[src/rtl/spi_vec_loader_pkg.sv]
// Shared constants and types for the SPI vector loader.
// Holds the command-byte layout, frame sizing and synchroniser depths used by
// the interface, the synchroniser sub-module and the top.
package spi_vec_loader_pkg;

   // Command byte width, address field width and reserved field width
   localparam int unsigned ADDR_W     = 8;
   localparam int unsigned CMD_ADDR_W = 4;
   localparam int unsigned CMD_RSVD_W = 3;

   // Saturating rejected-frame counter width
   localparam int unsigned BAD_CNT_W  = 8;

   // Synchroniser depths (sclk needs one extra stage for edge detection)
   localparam int unsigned SCLK_SYNC_STAGES = 3;
   localparam int unsigned DATA_SYNC_STAGES = 2;

   // Command byte layout, MSB first: {imm, rsvd[2:0], addr[3:0]}
   typedef struct packed {
      logic                  imm;
      logic [CMD_RSVD_W-1:0] rsvd;
      logic [CMD_ADDR_W-1:0] addr;
   } cmd_t;

   // Full frame length: command byte followed by one register's worth of data
   function automatic int unsigned frame_w(input int unsigned reg_w);
      return ADDR_W + reg_w;
   endfunction

endpackage

[src/rtl/spi_vec_loader_if.sv]
// Bus bundle for spi_vec_loader.
// master: drives SPI pins and the load strobe, observes the register outputs.
// slave : the loader itself.
//   i_sclk, i_ss_n, i_mosi : asynchronous SPI mode-0 pins
//   load_if_ready          : one-cycle strobe promoting pending shadow data
//   o_regs                 : live registers, register k at [k*REG_W +: REG_W]
//   o_pending              : per-register shadow-not-yet-live flags
//   o_bad_frames           : saturating count of rejected frames
interface spi_vec_loader_if
   import spi_vec_loader_pkg::*;
#(
   parameter int unsigned NUM_REGS = 6,
   parameter int unsigned REG_W    = 24
) ();

   logic                      i_sclk;
   logic                      i_ss_n;
   logic                      i_mosi;
   logic                      load_if_ready;
   logic [NUM_REGS*REG_W-1:0] o_regs;
   logic [NUM_REGS-1:0]       o_pending;
   logic [BAD_CNT_W-1:0]      o_bad_frames;

   modport master (
      output i_sclk, i_ss_n, i_mosi, load_if_ready,
      input  o_regs, o_pending, o_bad_frames
   );

   modport slave (
      input  i_sclk, i_ss_n, i_mosi, load_if_ready,
      output o_regs, o_pending, o_bad_frames
   );

endinterface

[src/rtl/spi_vec_loader_rx_sync.sv]
// spi_rx_sync: brings the asynchronous SPI pins into the clk domain.
//   clk, reset_n   : system clock, synchronous active-low reset
//   i_sclk/i_ss_n/i_mosi : raw SPI pins
//   o_sclk_rise_c  : one-cycle pulse on a synchronised sclk rising edge
//   o_ss_n, o_mosi : synchronised select and data
module spi_rx_sync
   import spi_vec_loader_pkg::*;
(
   input  logic clk,
   input  logic reset_n,
   input  logic i_sclk,
   input  logic i_ss_n,
   input  logic i_mosi,
   output logic o_sclk_rise_c,
   output logic o_ss_n,
   output logic o_mosi
);

   logic [SCLK_SYNC_STAGES-1:0] r_sclk;
   logic [DATA_SYNC_STAGES-1:0] r_ss_n;
   logic [DATA_SYNC_STAGES-1:0] r_mosi;

   // Synchroniser chains; bit 0 is the first stage. Reset to idle bus levels.
   always_ff @(posedge clk) begin
      if (!reset_n) begin
         r_sclk <= '0;
         r_ss_n <= '1;
         r_mosi <= '0;
      end else begin
         r_sclk <= {r_sclk[SCLK_SYNC_STAGES-2:0], i_sclk};
         r_ss_n <= {r_ss_n[DATA_SYNC_STAGES-2:0], i_ss_n};
         r_mosi <= {r_mosi[DATA_SYNC_STAGES-2:0], i_mosi};
      end
   end

   // Rising edge: stage 2 high while stage 3 still low; lines up with mosi stage 2
   assign o_sclk_rise_c = r_sclk[1] & ~r_sclk[2];
   assign o_ss_n        = r_ss_n[DATA_SYNC_STAGES-1];
   assign o_mosi        = r_mosi[DATA_SYNC_STAGES-1];

endmodule

[src/rtl/spi_vec_loader.sv]
// spi_vec_loader: SPI-written bank of double-buffered vector registers.
// Each frame is a command byte {imm, rsvd, addr} plus REG_W data bits, MSB
// first. imm=0 frames land in a shadow copy and raise a pending flag until
// load_if_ready promotes them; imm=1 frames write the live copy directly.
//   clk, reset_n : system clock, synchronous active-low reset
//   bus          : spi_vec_loader_if.slave (SPI pins, load strobe, outputs)
module spi_vec_loader
   import spi_vec_loader_pkg::*;
#(
   parameter int unsigned               NUM_REGS = 6,
   parameter int unsigned               REG_W    = 24,
   parameter logic [NUM_REGS*REG_W-1:0] INIT     = '0
) (
   input  logic            clk,
   input  logic            reset_n,
   spi_vec_loader_if.slave bus
);

   localparam int unsigned FRAME_W = frame_w(REG_W);
   localparam int unsigned CNT_W   = $clog2(FRAME_W);
   localparam logic [CNT_W-1:0] LAST_BIT = CNT_W'(FRAME_W - 1);

   typedef logic [CMD_ADDR_W:0] addr_ext_t;

   logic                          w_sclk_rise;
   logic                          w_ss_n;
   logic                          w_mosi;
   cmd_t                          w_cmd;
   logic [REG_W-1:0]              w_data;
   logic                          w_cmd_ok;
   logic [NUM_REGS-1:0]           w_hit;

   logic [CNT_W-1:0]              r_cnt;
   logic [FRAME_W-1:0]            r_shift;
   logic [FRAME_W-1:0]            r_frame;
   logic                          r_last;
   logic                          r_commit;
   logic [NUM_REGS-1:0][REG_W-1:0] r_live;
   logic [NUM_REGS-1:0][REG_W-1:0] r_shadow;
   logic [NUM_REGS-1:0]           r_pending;
   logic [BAD_CNT_W-1:0]          r_bad;

   spi_rx_sync u_sync (
      .clk           (clk),
      .reset_n       (reset_n),
      .i_sclk        (bus.i_sclk),
      .i_ss_n        (bus.i_ss_n),
      .i_mosi        (bus.i_mosi),
      .o_sclk_rise_c (w_sclk_rise),
      .o_ss_n        (w_ss_n),
      .o_mosi        (w_mosi)
   );

   // Bit shifter and frame framing. r_last marks the edge the final bit went
   // in; the commit fires on the next edge with the frame held in r_frame so
   // the first bit of a back-to-back frame cannot disturb it.
   always_ff @(posedge clk) begin
      if (!reset_n) begin
         r_cnt    <= '0;
         r_shift  <= '0;
         r_frame  <= '0;
         r_last   <= 1'b0;
         r_commit <= 1'b0;
      end else begin
         r_last   <= 1'b0;
         r_commit <= r_last;
         if (r_last) begin
            r_frame <= r_shift;
         end
         if (w_ss_n) begin
            r_cnt <= '0;
         end else if (w_sclk_rise) begin
            r_shift <= {r_shift[FRAME_W-2:0], w_mosi};
            if (r_cnt == LAST_BIT) begin
               r_cnt  <= '0;
               r_last <= 1'b1;
            end else begin
               r_cnt <= r_cnt + CNT_W'(1);
            end
         end
      end
   end

   // Command decode of the committed frame
   assign w_cmd    = cmd_t'(r_frame[FRAME_W-1 -: ADDR_W]);
   assign w_data   = r_frame[REG_W-1:0];
   assign w_cmd_ok = (w_cmd.rsvd == '0) &&
                     (addr_ext_t'(w_cmd.addr) < addr_ext_t'(NUM_REGS));

   // One-hot register select for a valid commit
   always_comb begin
      w_hit = '0;
      for (int k = 0; k < NUM_REGS; k++) begin
         w_hit[k] = r_commit && w_cmd_ok && (w_cmd.addr == CMD_ADDR_W'(k));
      end
   end

   // Register bank. Load reads pre-commit shadow/pending; a same-cycle commit
   // is applied afterwards, so an immediate write wins over the load and a
   // shadow write leaves its pending bit set.
   always_ff @(posedge clk) begin
      if (!reset_n) begin
         r_live    <= INIT;
         r_shadow  <= INIT;
         r_pending <= '0;
         r_bad     <= '0;
      end else begin
         for (int k = 0; k < NUM_REGS; k++) begin
            if (w_hit[k] && w_cmd.imm) begin
               r_live[k]    <= w_data;
               r_pending[k] <= 1'b0;
            end else if (bus.load_if_ready && r_pending[k]) begin
               r_live[k]    <= r_shadow[k];
               r_pending[k] <= 1'b0;
            end
            if (w_hit[k] && !w_cmd.imm) begin
               r_shadow[k]  <= w_data;
               r_pending[k] <= 1'b1;
            end
         end
         if (r_commit && !w_cmd_ok && (r_bad != '1)) begin
            r_bad <= r_bad + BAD_CNT_W'(1);
         end
      end
   end

   assign bus.o_regs       = r_live;
   assign bus.o_pending    = r_pending;
   assign bus.o_bad_frames = r_bad;

endmodule

[src/flat_wrapper.sv]
// flat-port wrapper written by rule: the top's interface ports become plain ports
module spi_vec_loader_flat import spi_vec_loader_pkg::*;
#(
   parameter int unsigned               NUM_REGS = 6,
   parameter int unsigned               REG_W    = 24,
   parameter logic [NUM_REGS*REG_W-1:0] INIT     = '0
)
  (clk, reset_n, bus_i_sclk, bus_i_ss_n, bus_i_mosi, bus_load_if_ready, bus_o_regs, bus_o_pending, bus_o_bad_frames);
  spi_vec_loader_if #(.NUM_REGS(NUM_REGS), .REG_W(REG_W)) bus_i ();
  input  logic clk;
  input  logic reset_n;
  input wire logic [$bits(bus_i.i_sclk)-1:0] bus_i_sclk;
  input wire logic [$bits(bus_i.i_ss_n)-1:0] bus_i_ss_n;
  input wire logic [$bits(bus_i.i_mosi)-1:0] bus_i_mosi;
  input wire logic [$bits(bus_i.load_if_ready)-1:0] bus_load_if_ready;
  output wire logic [$bits(bus_i.o_regs)-1:0] bus_o_regs;
  output wire logic [$bits(bus_i.o_pending)-1:0] bus_o_pending;
  output wire logic [$bits(bus_i.o_bad_frames)-1:0] bus_o_bad_frames;
  assign bus_i.i_sclk = bus_i_sclk;
  assign bus_i.i_ss_n = bus_i_ss_n;
  assign bus_i.i_mosi = bus_i_mosi;
  assign bus_i.load_if_ready = bus_load_if_ready;
  assign bus_o_regs = bus_i.o_regs;
  assign bus_o_pending = bus_i.o_pending;
  assign bus_o_bad_frames = bus_i.o_bad_frames;
  spi_vec_loader #(.NUM_REGS(NUM_REGS), .REG_W(REG_W), .INIT(INIT)) u_core (.clk(clk), .reset_n(reset_n), .bus(bus_i));
endmodule
[config.mk]
export PLATFORM = sky130hd
export DESIGN_NAME = spi_vec_loader_flat
export DESIGN_NICKNAME = d
export VERILOG_FILES = /design/src/rtl/spi_vec_loader_pkg.sv /design/src/rtl/spi_vec_loader_if.sv /design/src/rtl/spi_vec_loader_rx_sync.sv /design/src/rtl/spi_vec_loader.sv /design/src/flat_wrapper.sv
export SDC_FILE = /design/constraint.sdc
export NUM_CORES = 1
export LEC_CHECK = 0
export CAP_MARGIN = 20
export CORE_MARGIN = 8
export CORE_UTILIZATION = 27
export CTS_CLUSTER_SIZE = 8
export DETAILED_ROUTE_END_ITERATION = 12
export HOLD_SLACK_MARGIN = 0.08
export PLACE_DENSITY = 0.46
export SETUP_SLACK_MARGIN = 0.15
export SYNTH_ARGS = -nofsm -noshare
export SYNTH_HDL_FRONTEND = slang
export SYNTH_SLANG_ARGS = --single-unit
[constraint.sdc]
create_clock -name clk -period 1.8 [get_ports clk]
set_input_delay 0.45 -clock clk [delete_from_list [all_inputs] [get_ports clk]]
set_output_delay 0.45 -clock clk [all_outputs]
set_load 0.005 [all_outputs]
Run 1, signal wires on met1:
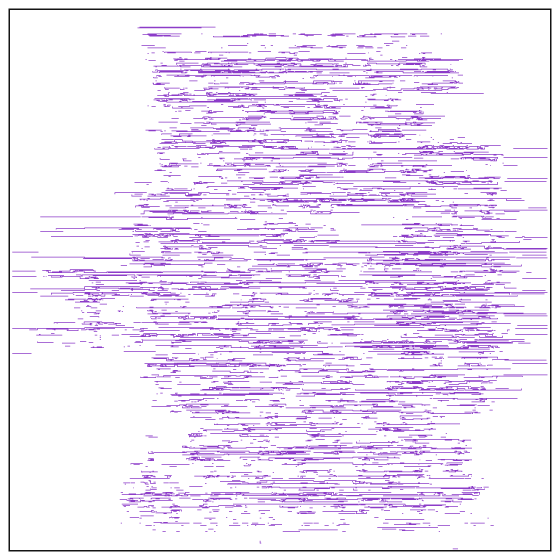
The layer carries 23.4 mm of wire. The longest straight run is 69.0 um. 1,683 nets have wire on it.

Run 1, sequential cells colored by netlist name:
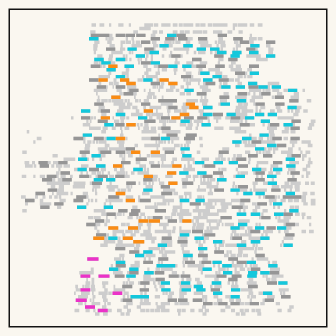
Key: orange = u_core.r_frame [placed flops 32]; magenta = u_core.bus.o_bad_frames [placed flops 8, where lower left]; cyan = u_core.r_shadow [placed flops 144]

==> run summary, run 1 <==
yosys + openroad results -> PnR worst setup slack ~0.16 ns, Hold Crit Class input pin to flip-flop, switch share 21.3%, share of final-layout standard cells stronger than drive strength 1 between 20% and 30%, wire length of the first global-routing pass approximately 70 mm, gpl congestion between 0.7 and 0.8, portion of total power attributed to sequential cells 47.7%, setup repair after global routing missed its margin yes, post-synthesis cell type count between 40 and 50, time the final worst path needs with I/O delays and setup approximately 1.6 ns, Simple-Gate Area Share 18.2%, area of combinational cells with multiple inputs 0.00670 mm^2, clock-pin slew of the registers on the worst-case setup and hold paths approximately 0.05 ns, post-synth tally of flip-flops with integrated enable 0, area fraction in compound gates after synthesis 12.4%, non-clock buffer instance count of the final layout 269, status finished, final reports clean, Worst path top cell family by delay simple AND/OR/NAND/NOR gates, maximum fanout count along the critical path 4, die width about 250 um, Non-Filler Cell Area, Final around 0.02 mm^2, wire length reported by the detailed router 50.5 mm, H-tree depth 2, quantity of gates resized following cts 385, via density per instance 4.94, clock buffer and inverter area fraction after layout between 7 and 8%, number of violations reported at the end of detailed-routing iteration 0 around 800, top area contributor share 51.5%, uppermost layer routed met4, number of warnings printed during yosys synthesis 0, dominant register cell in the synthesized netlist sky130_fd_sc_hd__dfxtp_1, endpoint of the worst-slack reg-to-reg timing path u_core.bus.o_bad_frames[6], wl on met1 23.4 mm, clock share of power about 51%, worst hold slack 0.222 ns, commonest cells after routing, fill and taps aside 295 x sky130_fd_sc_hd__nand3_1, 282 x sky130_fd_sc_hd__dfxtp_1, 265 x sky130_fd_sc_hd__o21ai_0, Worst Path Buf+Inv 0, fraction of met3 tracks used by global routing roughly 2.8%, start point of the critical path u_core.r_frame[28], number of nets at the end of the flow approximately 1,800, Bufs on Longest Clock Path 3, number of storage elements in the synthesis netlist roughly 380, list of cells traversed by the critical path or4_4 > o21a_4 > a31o_1 > and3_1, static leakage power 7.28 nW, post-route clock period utilization between 90% and 100%, post-synth top area cell sky130_fd_sc_hd__dfxtp_1, buffer share of cell area between 10% and 20%, origin of the worst min-delay path reset_n, placed instance count 2,389, maximum number of pins on one net before global-route repair 117, worst reg2reg startpoint u_core.r_frame[28], combinational power between 0.2 and 0.3 mW, io pins about 160, Sequential Area between 0.007 and 0.008 mm^2, XORs/XNORs by Area 0%, Required @ worst endpoint around 2.3 ns, combined global-route utilization of all metal layers 14.2%, Detail Placement HPWL between 20 and 30 mm, sequential element share of the synthesized area 51.5%, met1 capacity usage during global routing 18.6%, average cell area after synthesis 9.29 um^2, power density of the placed cells around 890 mW/mm^2, post-CTS setup buffer count 6, drt drc 0, final setup violating endpoints 0, async set or reset register ratio after synthesis 0%, internal portion of total power ~14 mW, max-cap violations 0, post-synthesis cell count around 1,600, # fillers between 5,000 and 6,000, clock latency on the worst-skew pair between 0.5 and 0.6 ns, WL per Instance 20.3 um, routed wire length on met2 between 20 and 25 mm, met2 GRT Util about a quarter, number of standard-cell rows in the floorplan between 80 and 90, final-layout clock buffer total around 58, count of non-filler cells in the finished layout between 2,000 and 2,500, worst stage delay on the critical path ~0.58 ns, TritonCTS clock tree built, met3 routed wirelength between 2 and 2.5 mm, transition at the pin with the smallest max-transition slack 0.575 ns, biggest combinational cell group after synthesis simple AND/OR/NAND/NOR gates, clock distribution power 8.94 mW, chip area from the yosys synthesis statistics roughly 0.015 mm^2, critical path class flip-flop to flip-flop, drt first pass iters 5, tool warnings 32, multi-input logic cell count roughly 1,100, number of antenna violations at the first check in global routing 0, number of cells on the worst reg-to-reg path 4, highest ir drop seen on vdd 0.713 mV, clock buffer count from CTS roughly 54, count of non-CTS inverters in the layout 5, cell with the largest stage delay on the worst path sky130_fd_sc_hd__or4_4, most instantiated library cell after synthesis sky130_fd_sc_hd__dfxtp_1, vias after detailed routing 12,300, CTS Root Cell sky130_fd_sc_hd__clkbuf_16, number of sequential storage elements between 300 and 400, clk_skew about 0.022 ns, last element of the critical path u_core.bus.o_bad_frames[6], data arrival time of the critical path approximately 2.1 ns, most instantiated logic cell after routing sky130_fd_sc_hd__nand3_1, cell count in the Yosys report ~1,600, adder-cell area share of the yosys netlist less than 1%, Final Max-Slew Violation Tally 0, Mux area share approximately 14%, Syn-to-layout area delta 33.5%, vias in the first global route between 10,000 and 15,000, sequential power roughly 8.4 mW, Slew HR approximately 62%, Die Size approximately 0.062 mm^2, post-synthesis cell area around 0.015 mm^2, Hold Path Sink u_core.bus.o_regs[98]
Run 1, placement density heat map:
25 x 25 tiles, from white (low) to dark blue (high), 0 to 100% covered.
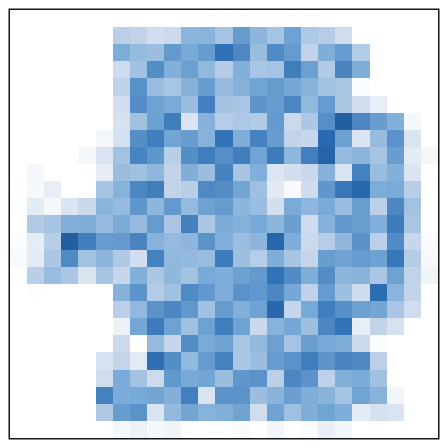
The emptiest ninth of the die: upper left. The mean over all tiles is 30%. 1.3% of the tiles are over 75% full. 30% of the tiles are nearly empty.
Init Core Util: 27.4%
utilization after layout: 36.6%

==> run 2: changes to the inputs <==
- CORE_MARGIN: 8 -> unset
- TNS_END_PERCENT: unset -> 30
Run 2, placement view:
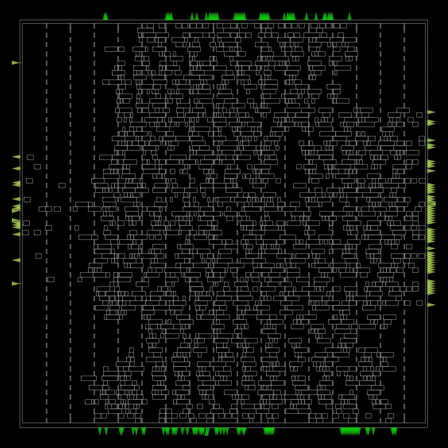
number of sequential storage elements: 380
number of standard-cell rows in the floorplan: 85
inserted tap cell count: 696
count of non-filler cells in the finished layout: 2,462

Run 2, met2 routing:
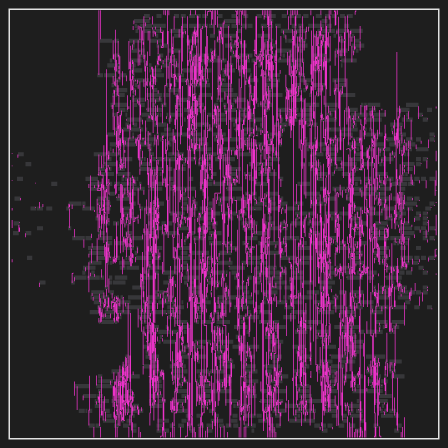
The wires run mostly vertical. The longest straight run is 209 um. 1,410 nets have wire on it.

==> run summary, run 2 <==
yosys + openroad results -> endpoint of the worst-slack reg-to-reg timing path u_core.bus.o_bad_frames[6] (unchanged), tool warnings 32 (unchanged), cell with the largest stage delay on the worst path sky130_fd_sc_hd__or4_4 (unchanged), io pins 164 (unchanged), Die Size 0.0556 mm^2 (was 0.0624 mm^2), adder-cell area share of the yosys netlist 0.254% (unchanged), async set or reset register ratio after synthesis 0% (unchanged), worst hold slack 0.222 ns (about the same), transition at the pin with the smallest max-transition slack 0.650 ns (was 0.575 ns), time the final worst path needs with I/O delays and setup 1.65 ns (was 1.64 ns), die width 236 um (was 250 um), Worst Path Buf+Inv 0 (unchanged), vias in the first global route 11,100 (was 11,300), worst stage delay on the critical path 0.58 ns (about the same), area fraction in compound gates after synthesis 12.4% (unchanged), number of warnings printed during yosys synthesis 0 (unchanged), sequential power 8.42 mW (was 8.40 mW), most instantiated logic cell after routing sky130_fd_sc_hd__dfxtp_1 (was sky130_fd_sc_hd__nand3_1), wire length of the first global-routing pass 67.5 mm (was 69.7 mm), setup repair after global routing missed its margin yes (unchanged), status finished, final reports clean (unchanged), placed instance count 2,383 (was 2,389), number of antenna violations at the first check in global routing 2 (was 0), Mux area share 13.6% (unchanged), internal portion of total power 13.7 mW (was 13.9 mW), Detail Placement HPWL 28.5 mm (was 29.8 mm), static leakage power 7.40 nW (was 7.28 nW), wl on met1 21.5 mm (was 23.4 mm), final-layout clock buffer total 56 (was 58), quantity of gates resized following cts 389 (was 385), dominant register cell in the synthesized netlist sky130_fd_sc_hd__dfxtp_1 (unchanged), highest ir drop seen on vdd 0.555 mV (was 0.713 mV), post-route clock period utilization 91.6% (was 90.9%), routed wire length on met2 22.6 mm (was 23.9 mm), origin of the worst min-delay path reset_n (unchanged), clock-pin slew of the registers on the worst-case setup and hold paths 0.05 ns (about the same), post-synthesis cell count 1,590 (unchanged), post-synthesis cell type count 42 (unchanged), multi-input logic cell count 1,068 (unchanged), Required @ worst endpoint 2.26 ns (was 2.25 ns), top area contributor share 51.5% (unchanged), fraction of met3 tracks used by global routing 3.31% (was 2.84%), post-CTS setup buffer count 5 (was 6), Init Core Util 27.4% (unchanged), Slew HR 56.6% (was 61.6%), maximum fanout count along the critical path 4 (unchanged), met3 routed wirelength 2.12 mm (was 2.19 mm), worst reg2reg startpoint u_core.r_frame[28] (unchanged), Worst path top cell family by delay simple AND/OR/NAND/NOR gates (unchanged), uppermost layer routed met4 (unchanged), clock buffer count from CTS 53 (was 54), clock buffer and inverter area fraction after layout 6.89% (was 7.20%), via density per instance 4.91 (was 4.94), sequential element share of the synthesized area 51.5% (unchanged), # fillers 5,384 (was 5,307), clock share of power 49.9% (was 50.8%), post-synthesis cell area 0.0148 mm^2 (unchanged), Simple-Gate Area Share 18.2% (unchanged), post-synth tally of flip-flops with integrated enable 0 (unchanged), drt first pass iters 6 (was 5), non-clock buffer instance count of the final layout 256 (was 269), utilization after layout 36.3% (was 36.6%), cell count in the Yosys report 1,590 (unchanged), Hold Crit Class input pin to flip-flop (unchanged), TritonCTS clock tree built (unchanged), share of final-layout standard cells stronger than drive strength 1 25.2% (was 26.5%), start point of the critical path u_core.r_frame[28] (unchanged), CTS Root Cell sky130_fd_sc_hd__clkbuf_16 (unchanged), wire length reported by the detailed router 47.6 mm (was 50.5 mm), number of cells on the worst reg-to-reg path 4 (unchanged), number of storage elements in the synthesis netlist 380 (unchanged), vias after detailed routing 12,100 (was 12,300), H-tree depth 2 (unchanged), clock distribution power 8.64 mW (was 8.94 mW), drt drc 0 (unchanged), met2 GRT Util 25.6% (was 23.5%), combinational power 0.263 mW (was 0.266 mW), Non-Filler Cell Area, Final 0.0196 mm^2 (was 0.0197 mm^2), standard cell core area 0.0539 mm^2 (unchanged), last element of the critical path u_core.bus.o_bad_frames[6] (unchanged), maximum number of pins on one net before global-route repair 143 (was 117), WL per Instance 19.3 um (was 20.3 um), data arrival time of the critical path 2.11 ns (was 2.09 ns), switch share 21.1% (was 21.3%), area of combinational cells with multiple inputs 0.00680 mm^2 (was 0.00670 mm^2), number of nets at the end of the flow 1,773 (was 1,787), Bufs on Longest Clock Path 3 (unchanged), Hold Path Sink u_core.r_shadow[1] (was u_core.bus.o_regs[98]), commonest cells after routing, fill and taps aside 277 x sky130_fd_sc_hd__dfxtp_1, 271 x sky130_fd_sc_hd__nand3_1, 265 x sky130_fd_sc_hd__o21ai_0 (was 295 x sky130_fd_sc_hd__nand3_1, 282 x sky130_fd_sc_hd__dfxtp_1, 265 x sky130_fd_sc_hd__o21ai_0), chip area from the yosys synthesis statistics 0.0148 mm^2 (unchanged)
==> run 3: changes to the inputs <==
--- a/config.mk
+++ b/config.mk
@@ -8,5 +8,5 @@
 export CAP_MARGIN = 20
 export CORE_UTILIZATION = 27
-export CTS_CLUSTER_SIZE = 8
+export CTS_CLUSTER_DIAMETER = 50
 export DETAILED_ROUTE_END_ITERATION = 12
 export HOLD_SLACK_MARGIN = 0.08
==> constraint.sdc (replaced) <==
create_clock -name clk -period 1.8 [get_ports clk]
set_input_delay 0.45 -clock clk [delete_from_list [all_inputs] [get_ports clk]]
set_output_delay 0.45 -clock clk [all_outputs]
set_load 0.02 [all_outputs]
Run 3, met2 routing:
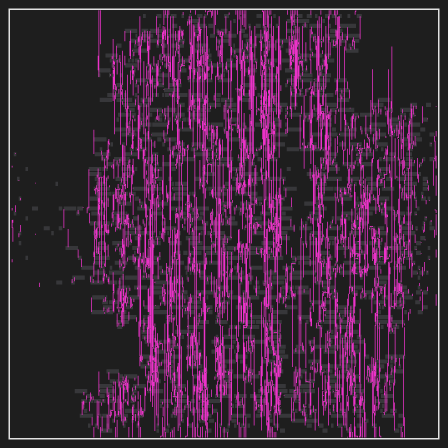
1,354 nets have wire on it. The wires run mostly vertical. The layer carries 21.0 mm of wire. The layer holds 46% of the routed length. The longest straight run is 130 um.
met2 GRT Util: 25.1%
vias after detailed routing: 11,800
wire length reported by the detailed router: 45.7 mm

Run 3, placement density heat map:
24 x 24 tiles, from white (low) to dark blue (high), 0 to 100% covered.
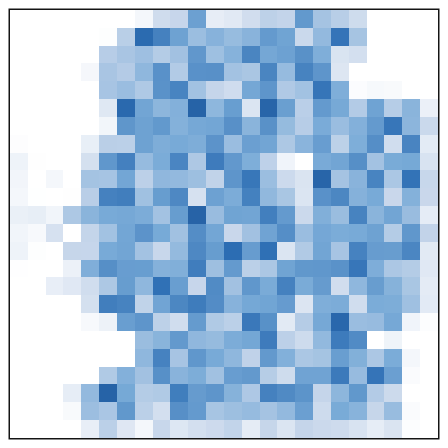
1.6% of the tiles are over 75% full. The fullest tile reaches 80%. The emptiest ninth of the die: upper left. The mean over all tiles is 33%. 22% of the tiles are nearly empty.
utilization after layout: 35.3%
standard cell core area: 0.0539 mm^2

==> run summary, run 3 <==
yosys + openroad results -> number of storage elements in the synthesis netlist 380 (unchanged), dominant register cell in the synthesized netlist sky130_fd_sc_hd__dfxtp_1 (unchanged), quantity of gates resized following cts 447 (was 389), clock distribution power 9.62 mW (was 8.64 mW), buffer share of cell area 11.9% (was 14.1%), routed wire length on met2 21.0 mm (was 22.6 mm), uppermost layer routed met4 (unchanged), drt first pass iters 5 (was 6), static leakage power 7.33 nW (was 7.40 nW), number of violations reported at the end of detailed-routing iteration 0 711 (was 704), average cell area after synthesis 9.29 um^2 (unchanged), adder-cell area share of the yosys netlist 0.254% (unchanged), Detail Placement HPWL 28.7 mm (was 28.5 mm), WL per Instance 18.4 um (was 19.3 um), combined global-route utilization of all metal layers 15.5% (was 15.6%), number of antenna violations at the first check in global routing 0 (was 2), Non-Filler Cell Area, Final 0.0190 mm^2 (was 0.0196 mm^2), vias in the first global route 10,900 (was 11,100), met1 capacity usage during global routing 20.5% (was 20.4%), post-synthesis cell type count 42 (unchanged), area fraction in compound gates after synthesis 12.4% (unchanged), final-layout clock buffer total 64 (was 56), sequential element share of the synthesized area 51.5% (unchanged), time the final worst path needs with I/O delays and setup 1.71 ns (was 1.65 ns), area of combinational cells with multiple inputs 0.00663 mm^2 (was 0.00680 mm^2), number of nets at the end of the flow 1,761 (was 1,773), fraction of met3 tracks used by global routing 2.79% (was 3.31%), TritonCTS clock tree built (unchanged), Worst Path Buf+Inv 1 (was 0), number of sequential storage elements 380 (unchanged), Final Max-Slew Violation Tally 0 (unchanged), Sequential Area 0.00764 mm^2 (was 0.00777 mm^2), # fillers 5,469 (was 5,384), cell count in the Yosys report 1,590 (unchanged), post-synthesis cell count 1,590 (unchanged), XORs/XNORs by Area 0% (unchanged), Init Core Util 27.4% (unchanged), count of non-CTS inverters in the layout 5 (unchanged), Bufs on Longest Clock Path 3 (unchanged), worst reg2reg startpoint u_core.r_frame[28] (unchanged), io pins 164 (unchanged), inserted tap cell count 696 (unchanged), Mux area share 13.6% (unchanged), switch share 21.3% (was 21.1%), post-synth top area cell sky130_fd_sc_hd__dfxtp_1 (unchanged), top area contributor share 51.5% (unchanged), biggest combinational cell group after synthesis simple AND/OR/NAND/NOR gates (unchanged), post-CTS setup buffer count 0 (was 5), most instantiated logic cell after routing sky130_fd_sc_hd__dfxtp_1 (unchanged), Hold Path Sink u_core.r_shift[21] (was u_core.r_shadow[1]), number of warnings printed during yosys synthesis 0 (unchanged), most instantiated library cell after synthesis sky130_fd_sc_hd__dfxtp_1 (unchanged), maximum fanout count along the critical path 2 (was 4), power density of the placed cells 962 mW/mm^2 (was 885 mW/mm^2), final setup violating endpoints 0 (unchanged), maximum number of pins on one net before global-route repair 147 (was 143), post-route clock period utilization 94.9% (was 91.6%), Simple-Gate Area Share 18.2% (unchanged), post-synth tally of flip-flops with integrated enable 0 (unchanged), data arrival time of the critical path 1.26 ns (was 2.11 ns), tool warnings 32 (unchanged), highest ir drop seen on vdd 0.614 mV (was 0.555 mV), met3 routed wirelength 1.73 mm (was 2.12 mm), post-synthesis cell area 0.0148 mm^2 (unchanged), chip area from the yosys synthesis statistics 0.0148 mm^2 (unchanged), wire length of the first global-routing pass 66.8 mm (was 67.5 mm), clock buffer count from CTS 46 (was 53), PnR worst setup slack 0.0921 ns (was 0.151 ns), transition at the pin with the smallest max-transition slack 0.685 ns (was 0.650 ns), via density per instance 4.73 (was 4.91), clock share of power 52.6% (was 49.9%), number of standard-cell rows in the floorplan 85 (unchanged), async set or reset register ratio after synthesis 0% (unchanged), Slew HR 54.3% (was 56.6%), max-cap violations 0 (unchanged), clock-pin slew of the registers on the worst-case setup and hold paths 0.06 ns (was 0.05 ns), status finished, final reports clean (unchanged), clock buffer and inverter area fraction after layout 8.35% (was 6.89%), last element of the critical path bus_o_regs[128] (was u_core.bus.o_bad_frames[6]), drt drc 0 (unchanged), gpl congestion 0.733 (was 0.744), clk_skew 0.0231 ns (was 0.0124 ns), H-tree depth 2 (unchanged), endpoint of the worst-slack reg-to-reg timing path u_core.bus.o_bad_frames[6] (unchanged), internal portion of total power 14.4 mW (was 13.7 mW), CTS Root Cell sky130_fd_sc_hd__clkbuf_16 (unchanged), Required @ worst endpoint 1.35 ns (was 2.26 ns), die width 236 um (unchanged), cell with the largest stage delay on the worst path sky130_fd_sc_hd__dfxtp_1 (was sky130_fd_sc_hd__or4_4), critical path class flip-flop to output port (was flip-flop to flip-flop), portion of total power attributed to sequential cells 46.0% (was 48.6%), placed instance count 2,389 (was 2,383), Die Size 0.0556 mm^2 (unchanged), Hold Crit Class input pin to flip-flop (unchanged), worst hold slack 0.287 ns (was 0.222 ns)
Power is estimated from default activity; no workload was simulated.
